**src/rtl/brisc_sequencer.sv**
```systemverilog
// Fetch/decode/execute/writeback sequencer for a small 16-bit RISC core; 3 cycles per non-writing, 4 per writing instruction.
// Backpressure: instr_req holds in FETCH until instr_valid, so memory wait states stretch FETCH only.
module brisc_sequencer (
   input  logic        clk,
   input  logic        reset,
   input  logic        run,
   output logic        instr_req,
   output logic [7:0]  pc,
   input  logic        instr_valid,
   input  logic [15:0] instr_data,
   input  logic        alu_zero,
   output logic [3:0]  rd_addr,
   output logic [3:0]  rs_addr,
   output logic [7:0]  immediate,
   output logic [1:0]  imm_ctl,
   output logic [2:0]  alu_op,
   output logic        reg_we,
   output logic        illegal,
   output logic        halted
);

   typedef enum logic [2:0] {FETCH, DECODE, EXECUTE, WRITEBACK, HALT} state_t;

   state_t      state;
   logic [15:0] ir;
   logic [3:0]  opcode;
   logic        is_write;
   logic        is_illegal;
   logic        take_jump;
   logic        fetch_ok;
   logic [1:0]  dec_ctl;
   logic [2:0]  dec_op;

   assign opcode     = ir[15:12];
   assign rd_addr    = ir[11:8];
   assign rs_addr    = ir[7:4];
   assign immediate  = ir[7:0];
   assign is_write   = (opcode >= 4'h1) && (opcode <= 4'h7);
   assign is_illegal = (opcode >= 4'hA) && (opcode != 4'hF);
   assign take_jump  = (opcode == 4'h8) || ((opcode == 4'h9) && alu_zero);

   // Gated by reset so the request drops the instant reset asserts, even with run high.
   assign instr_req  = (state == FETCH) && run && !reset;
   assign fetch_ok   = instr_req && instr_valid;

   // Decoded from the incoming word so the controls are already valid during DECODE.
   always_comb begin
      dec_ctl = 2'd0;
      dec_op  = 3'd0;
      case (instr_data[15:12])
         4'h1: dec_op = 3'd0;
         4'h2: dec_op = 3'd1;
         4'h3: dec_op = 3'd2;
         4'h4: dec_op = 3'd3;
         4'h5: begin dec_ctl = 2'd1; dec_op = 3'd0; end
         4'h6: begin dec_ctl = 2'd1; dec_op = 3'd5; end
         4'h7: begin dec_ctl = 2'd2; dec_op = 3'd5; end
         4'h9: dec_op = 3'd4;
         default: ;
      endcase
   end

   always_ff @(posedge clk or posedge reset) begin
      if (reset) begin
         state   <= FETCH;
         pc      <= 8'h00;
         ir      <= 16'h0000;
         imm_ctl <= 2'd0;
         alu_op  <= 3'd0;
         reg_we  <= 1'b0;
         illegal <= 1'b0;
         halted  <= 1'b0;
      end else begin
         case (state)
            FETCH: begin
               if (fetch_ok) begin
                  ir      <= instr_data;
                  pc      <= pc + 8'd1;
                  imm_ctl <= dec_ctl;
                  alu_op  <= dec_op;
                  state   <= DECODE;
               end
            end
            DECODE: begin
               illegal <= is_illegal;
               state   <= EXECUTE;
            end
            EXECUTE: begin
               illegal <= 1'b0;
               if (take_jump)
                  pc <= immediate;
               if (is_write) begin
                  reg_we <= 1'b1;
                  state  <= WRITEBACK;
               end else begin
                  imm_ctl <= 2'd0;
                  alu_op  <= 3'd0;
                  if (opcode == 4'hF) begin
                     halted <= 1'b1;
                     state  <= HALT;
                  end else begin
                     state <= FETCH;
                  end
               end
            end
            WRITEBACK: begin
               // JAL keeps the return address on pc through this cycle for the register file.
               if (opcode == 4'h7)
                  pc <= immediate;
               reg_we  <= 1'b0;
               imm_ctl <= 2'd0;
               alu_op  <= 3'd0;
               state   <= FETCH;
            end
            HALT: state <= HALT;
            default: state <= FETCH;
         endcase
      end
   end

endmodule
```
**config.mk**
```make
export PLATFORM = sky130hd
export DESIGN_NAME = brisc_sequencer
export DESIGN_NICKNAME = d
export VERILOG_FILES = /design/src/rtl/brisc_sequencer.sv
export SDC_FILE = /design/constraint.sdc
export NUM_CORES = 1
export LEC_CHECK = 0
export ABC_CLOCK_PERIOD_IN_PS = 4500
export CAP_MARGIN = 20
export CORE_MARGIN = 4
export CORE_UTILIZATION = 52
export CTS_CLUSTER_DIAMETER = 150
export DETAILED_ROUTE_END_ITERATION = 7
export GPL_TIMING_DRIVEN = 1
export PLACE_DENSITY = 0.83
export RECOVER_POWER = 25
export SETUP_SLACK_MARGIN = 0.2
export SLEW_MARGIN = 20
export SYNTH_ARGS = -nofsm -noshare
export SYNTH_HDL_FRONTEND = slang
export SYNTH_SLANG_ARGS = --single-unit
```
**constraint.sdc**
```tcl
create_clock -name clk -period 4.5 [get_ports clk]
set_clock_uncertainty 0.1 [all_clocks]
set_input_delay 1.125 -clock clk [delete_from_list [all_inputs] [get_ports clk]]
set_output_delay 1.125 -clock clk [all_outputs]
set_load 0.1 [all_outputs]
```
Figure 1. Register map, names as in the netlist (run 1).
Scale bar: 20 um. Other sequential cells in the stronger gray, the rest of the logic in the fainter gray.
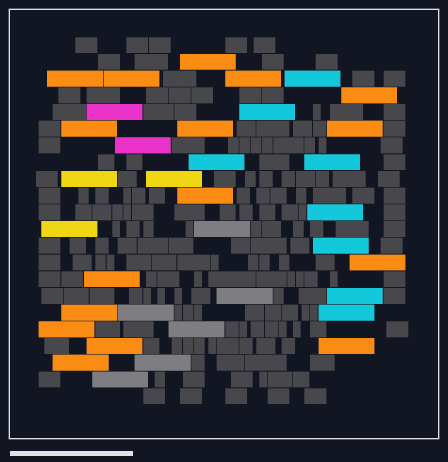
[magenta] imm_ctl | sequential cells: 2
[yellow] alu_op | sequential cells: 3
[cyan] pc | sequential cells: 8
[orange] ir | sequential cells: 16 | where: spread over the die
Seq/total area: 0.3557
Flop area: 875.8 um2

Figure 2. I/O nets highlighted (run 1).
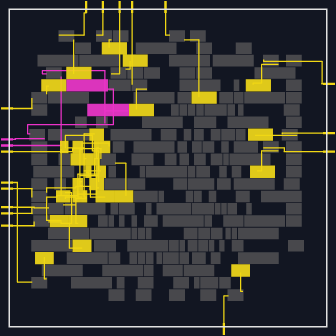
[yellow] instr_data | bits: 16 | direction: input | end cells: 31 | buffers: 16 | wire: 448 um
[magenta] imm_ctl | bits: 2 | direction: output | end cells: 2 | buffers: 2 | wire: 95.8 um
Port Buffers: 53
I/O Pins: 54

Figure 3. Cells by drive strength (run 1).
Scale bar: 20 um.
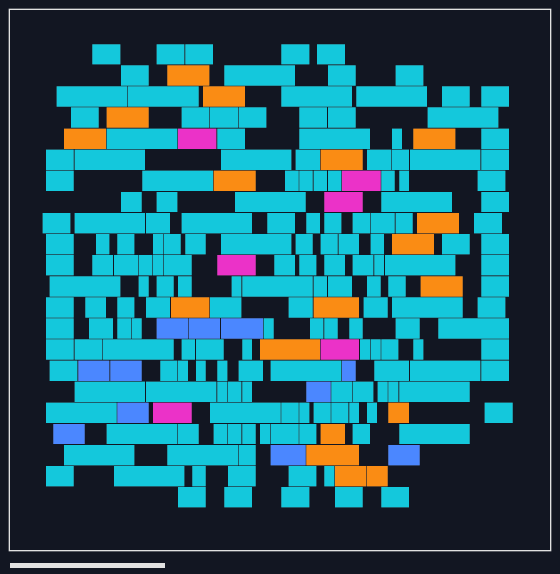
[blue] drive 2 | cells: 11 | share: 5.1% | most used: mux2_2
[magenta] drive 6 and up | cells: 6 | share: 2.8% | most used: clkbuf_8
[cyan] drive 1 or less | cells: 180 | share: 84% | most used: clkdlybuf4s50_1
[orange] drive 3 to 4 | cells: 18 | share: 8.4% | most used: mux2_4
Final WS setup: 0.8580 ns
fin area: 2462 um2
area delta synth->final: 24.64%
bufs w/o clock: 54

==> run 1: per-stage QoR <==
step / utilization / instance area [um2]
final: 0.6726 / 2462
after detailed placement: 0.6487 / 2375
after global routing: 0.6726 / 2462
after CTS: 0.6726 / 2462
after floorplan: - / 1976
after global placement: 0.6487 / 2375
==> run 1: layout by cell type (no fill, tap or decap), types with 3 or more instances in the layout <==
cell and count:
nor2_1 7, o21ai_0 7, a211oi_1 4, a21oi_1 6, a31oi_1 7, mux2_4 10, nand2_1 12, a2bb2oi_1 6
and3_1 3, clkbuf_8 6, nor4_1 3, nand3_1 8, mux2_2 7, clkdlybuf4s50_1 51, inv_1 5, o22ai_1 3
a21o_1 5, dfrtp_1 35
==> job_summary.md, run 1 <==
## Implementation flow summary

| Metric | Value |
|---|---|
| Setup-failing EPs final | 0 |
| Non-clk buf share | 0.2175 |
| Final Hold Fails | 0 |
| Register bank with the most flops | ir |
| Status | finished clean |
| Metal3 WL | 294 um |
| Hold depth | 1 |
| Final TNS setup | 0 ns |
| Reg2Reg Launch Point | state[2] |
| WL/cell | 15.90 um |
| Clk slew on worst S/H paths | 0.07 ns |
| Insertion Delay late pin | 0.29 ns |
| Dpl hpwl | 3013 um |
| GR Util met3 | 0.04638 |
| Adder share | 0.006333 |
| Max layer used | met4 |
| Postcts setup bufs | 0 |
| Tool warnings | 26 |
| Mi-comb count | 113 |
| Routed vias/inst | 5.620 |
| CTS tree | built |
| Fill cells | 295 |
| 1st-pass router iterations | 4 |
| Crit path buf inv count | 2 |
| Post-Synthesis Net Count | 201 |
| Met2 WL | 2067 um |
| GP Congestion | 0.8366 |
| Mapped cell area | 1976 um2 |
| Worst hold slack | 0.3835 ns |
| Post-CTS Resized | 0 |
| HP Class | flop to flop |
| Die Area | 4850 um2 |
| Met1 Usage GRT | 0.2232 |
| Critical R2R Capture | pc[1] |
| Overall Global Routing Usage | 0.1718 |
| N_diodes | 0 |
| Final ANT Viol Nets | 0 |
| Fraction of registers with async set/reset | 1.000 |
| Largest regs | ir (16), pc (8) |
| Min Tclk post-route | 3.642 ns |
| Hold worst-path end | halted |
| Final Cycle Share | 0.8093 |
| Yosys warning count | 0 |
| Worst Path Arrival | 2.42 ns |
| Met2 usage in global routing | 0.2839 |
| Crit path to | instr_req |
| Seq_cells | 35 |
| Layout Nets | 237 |
| Biggest Area Class | multi-input combinational cells |
| CTS Root Cell | clkbuf_8 |
| Gate Count Post-Synth | 179 |
| Cell Type Count | 41 |
| Inverters | 6 |
| Comb/total area | 0.3577 |
| Pins Over Slew Limit | 0 |
| HP Start | halted |
| Crit-path cells | dlygate4sd3_1, nor3b_4, and2_4, buf_4 |
| CLK BUF | 6 |
| Largest net degree at the start of global routing | 27 |
| Max reg flops | 16 |
| H-tree Lvls | 2 |
| Most common cell in the netlist | dfrtp_1 |
| Cell family with most CP delay | buffers and inverters |
| Init Core Util | 0.5396 |
| Die Y | 69.64 um |
| DIE WIDTH | 69.64 um |
| Crit. Startpoint | reset |
| Fin cells | 263 |
| Pin slew with the least headroom to its limit | 0.9976 ns |
| Synth mux share | 0.1159 |
| Final global-route overflow total | 0 |
==> run 2: changes to the inputs <==
--- a/config.mk
+++ b/config.mk
@@ -5,14 +5,14 @@
 export SDC_FILE = /design/constraint.sdc
 export NUM_CORES = 1
 export LEC_CHECK = 0
-export ABC_CLOCK_PERIOD_IN_PS = 4500
+export ABC_CLOCK_PERIOD_IN_PS = 2900
 export CAP_MARGIN = 20
 export CORE_MARGIN = 4
-export CORE_UTILIZATION = 52
+export CORE_UTILIZATION = 43
 export CTS_CLUSTER_DIAMETER = 150
 export DETAILED_ROUTE_END_ITERATION = 7
 export GPL_TIMING_DRIVEN = 1
-export PLACE_DENSITY = 0.83
+export PLACE_DENSITY = 0.73
 export RECOVER_POWER = 25
 export SETUP_SLACK_MARGIN = 0.2
 export SLEW_MARGIN = 20
==> constraint.sdc (replaced) <==
create_clock -name clk -period 2.9 [get_ports clk]
set_clock_uncertainty 0.1 [all_clocks]
set_input_delay 0.725 -clock clk [delete_from_list [all_inputs] [get_ports clk]]
set_output_delay 0.725 -clock clk [all_outputs]
set_load 0.1 [all_outputs]
Figure 4. Cells by drive strength (run 2).
Scale bar: 20 um.
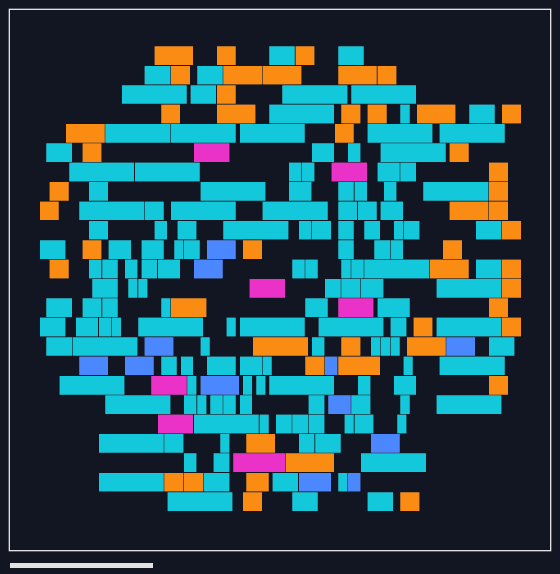
[blue] drive 2 | cells: 12 | share: 5.5% | most used: mux2_2
[magenta] drive 6 and up | cells: 7 | share: 3.2% | most used: clkbuf_8
[orange] drive 3 to 4 | cells: 50 | share: 23% | most used: buf_4
[cyan] drive 1 or less | cells: 148 | share: 68% | most used: dfrtp_1

Figure 5. I/O nets highlighted (run 2).
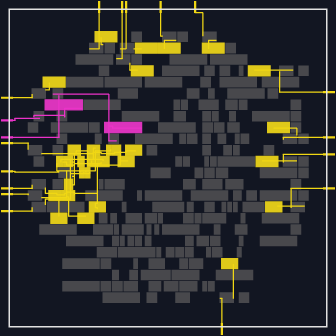
[magenta] imm_ctl | bits: 2 | direction: output | end cells: 2 | buffers: 2 | wire: 77.4 um
[yellow] instr_data | bits: 16 | direction: input | end cells: 31 | buffers: 16 | wire: 375 um

==> job_summary.md, run 2 <==
## Implementation flow summary

| Metric | Value |
|---|---|
| Status | finished clean |
| Insertion Delay late pin | 0.28 ns (about the same) |
| CTS tree | built |
| Area delta synth->final | 22.10% |
| Metal3 WL | 267 um (-9.2%) |
| Setup WS pre-CTS | 0.2594 ns |
| Seq_cells | 35 (unchanged) |
| Init Core Util | 0.4476 (-0.09208) |
| FF-to-FF setup slack | 0.80 ns |
| GP Congestion | 0.8039 (-3.9%) |
| Seq/total area | 0.3631 (+0.007380) |
| Biggest area consumer among synthesized cells | dfrtp_1 |
| Crit-path slowest cell | clkdlybuf4s50_1 |
| WL/cell | 15.26 um (-4.0%) |
| Most numerous logic cell after layout | dfrtp_1 |
| Met2 WL | 1875 um (-9.3%) |
| Flop area | 875.8 um2 (unchanged) |
| Max layer used | met4 |
| Top cells by count | dfrtp_1 (35), buf_4 (19), nand2_1 (12) |
| Yosys warning count | 0 (unchanged) |
| Hold depth | 1 (unchanged) |
| Vias in the first global route | 1,375 |
| Pin slew with the least headroom to its limit | 0.8819 ns (-0.1157 ns) |
| Fill cells | 404 (+37%) |
| Post-CTS Resized | 0 (unchanged) |
| N_diodes | 0 (unchanged) |
| Cell Rows | 24 |
| Fraction of registers with async set/reset | 1.000 (unchanged) |
| Critical R2R Capture | pc[1] |
| Max transition margin | 0.4121 |
| Max reg flops | 16 (unchanged) |
| Register bank with the most flops | ir |
| Biggest Area Class | multi-input combinational cells |
| Crit path to | instr_req |
| Worst hold slack | 0.3804 ns (-0.003158 ns) |
| Area leader share | 0.4433 |
| Yosys cell count | 179 |
| Post-synth seq share | 0.4433 |
| Largest net degree at the start of global routing | 36 (+33%) |
| Setup-failing EPs final | 0 (unchanged) |
| Crit path largest cell delay | 0.47 ns |
| Total CTS buffers | 5 |
| Cell family with most CP delay | buffers and inverters |
| Tapcell Cnt | 52 |
| Post-synth EDFFs | 0 |
| Initial antenna violation count | 0 |
| Most common cell in the netlist | dfrtp_1 |
| Clk slew on worst S/H paths | 0.06 ns (about the same) |
| Final global-route overflow total | 0 (unchanged) |
| Placed cells | 262 |
| Inverters | 6 (unchanged) |
| Post-Synthesis Net Count | 201 (unchanged) |
| Core Footprint | 4414 um2 |
| Flops after synth | 35 |
| CP endpoint kind | output pin |
| Dpl hpwl | 2923 um (-3.0%) |
| Crit path DRT | 2.08 ns |
| HP Start | halted |
| Crit. Startpoint | reset |
| RSZ-0062 raised after global routing | no |
| DIE WIDTH | 75.78 um (+8.8%) |
| Pins Over Slew Limit | 0 (unchanged) |
| Mi-comb count | 113 (unchanged) |
| Clock Sinks | 35 |
| Final WS setup | 0.2684 ns (-0.5896 ns) |
| Crit path buf inv count | 2 (unchanged) |
| Bufs w/o clock | 56 (+3.7%) |
| Vias | 1,465 |
| Layout cells sized above 1 | 0.3180 |
| First-pass GRT wire length | 6637 um |
| Yosys stat area | 1976 um2 |
| Cell Type Count | 41 (unchanged) |
| Reg2reg path depth | 4 |
| CP Class | input pin to output pin |
| HP Class | flop to flop |
| I/O Pins | 54 (unchanged) |
| Routed vias/inst | 5.446 (-3.1%) |
| # hold bufs at CTS | 0 |
| Gate Count Post-Synth | 179 (unchanged) |
| Layout Nets | 239 (+0.84%) |
| Most used DFF post-synth | dfrtp_1 |
| CTS Root Cell | clkbuf_8 |
| Hold worst-path end | halted |
| Post-route DRC | 0 |
| Mapped Avg Cell Area | 11.04 um2 |
| Port Buffers | 53 (unchanged) |
| Final TNS setup | 0 ns (unchanged) |
| Postcts setup bufs | 0 (unchanged) |
| Comb. cell area | 880.8 um2 |
| Final wirelength | 4105 um |
| Mapped cell area | 1976 um2 (unchanged) |
| Worst Path Arrival | 1.81 ns (-0.61 ns) |
| Max Clk Rate | 380.0 MHz |
| Most frequently placed logic cells in the final layout | dfrtp_1 (35), buf_4 (34), clkdlybuf4s50_1 (20) |
| CP startpoint kind | input pin |
| Min Tclk post-route | 2.632 ns |
| # Max-Cap Violations | 0 |
| Fin cells | 269 (+2.3%) |
| Crit-path cells | clkdlybuf4s50_1, nor3b_4, and2_4, buf_12 |
| Final ANT Viol Nets | 0 (unchanged) |
| Largest regs | ir (16), pc (8) |
| CLK BUF | 6 (unchanged) |
| Largest cells by area | dfrtp_1 (44%), mux2_4 (7.6%), buf_4 (7.2%), mux2_2 (4.0%), a2bb2oi_1 (2.7%) |
| Worst path depth | 4 |
| H-tree Lvls | 2 (unchanged) |
| Die Y | 75.78 um (+8.8%) |
| Comb/total area | 0.3651 (+0.007422) |
| Clock buffer depth | 2 |
| Final Hold Fails | 0 (unchanged) |
| Final Cycle Share | 0.9074 |
| Tool warnings | 26 (unchanged) |
| Non-clk buf share | 0.1992 (-0.01831) |
| Crit-path max FO | 3 |
| 1st-pass router iterations | 4 (unchanged) |
| Overall Global Routing Usage | 0.1529 (-0.01890) |
| Reg2Reg Launch Point | state[2] |
| Die Area | 5743 um2 (+18%) |
| Clock buf/inv share | 0.03631 |
[run 2: cell counts after synthesis]
No cell type changed its count.
[run 2: per-stage QoR]
step | utilization | cell area, um2
final | 0.5465 | 2412
after global routing | 0.5465 | 2412
after CTS | 0.5471 | 2415
after detailed placement | 0.5272 | 2327
after global placement | 0.5272 | 2327
after floorplan | - | 1976
[run 2: per-layer routing]
layer	global-route usage	vias up
met5	0	-
met4	0.05437	0
met3	0.04485	7
met2	0.2319	36
met1	0.2073	713
li1	-	709
[run 2: kinds of logic after synthesis]
family,Yosys count,share of synthesized area
AOI/OAI and AO/OA,46,0.1742
xor gates and xnor gates,1,0.004434
adders and majority gates,1,0.006332
buffers and inverters,31,0.1108
DFF,35,0.4433
muxes,17,0.1159
and+or+nand+nor,48,0.1450
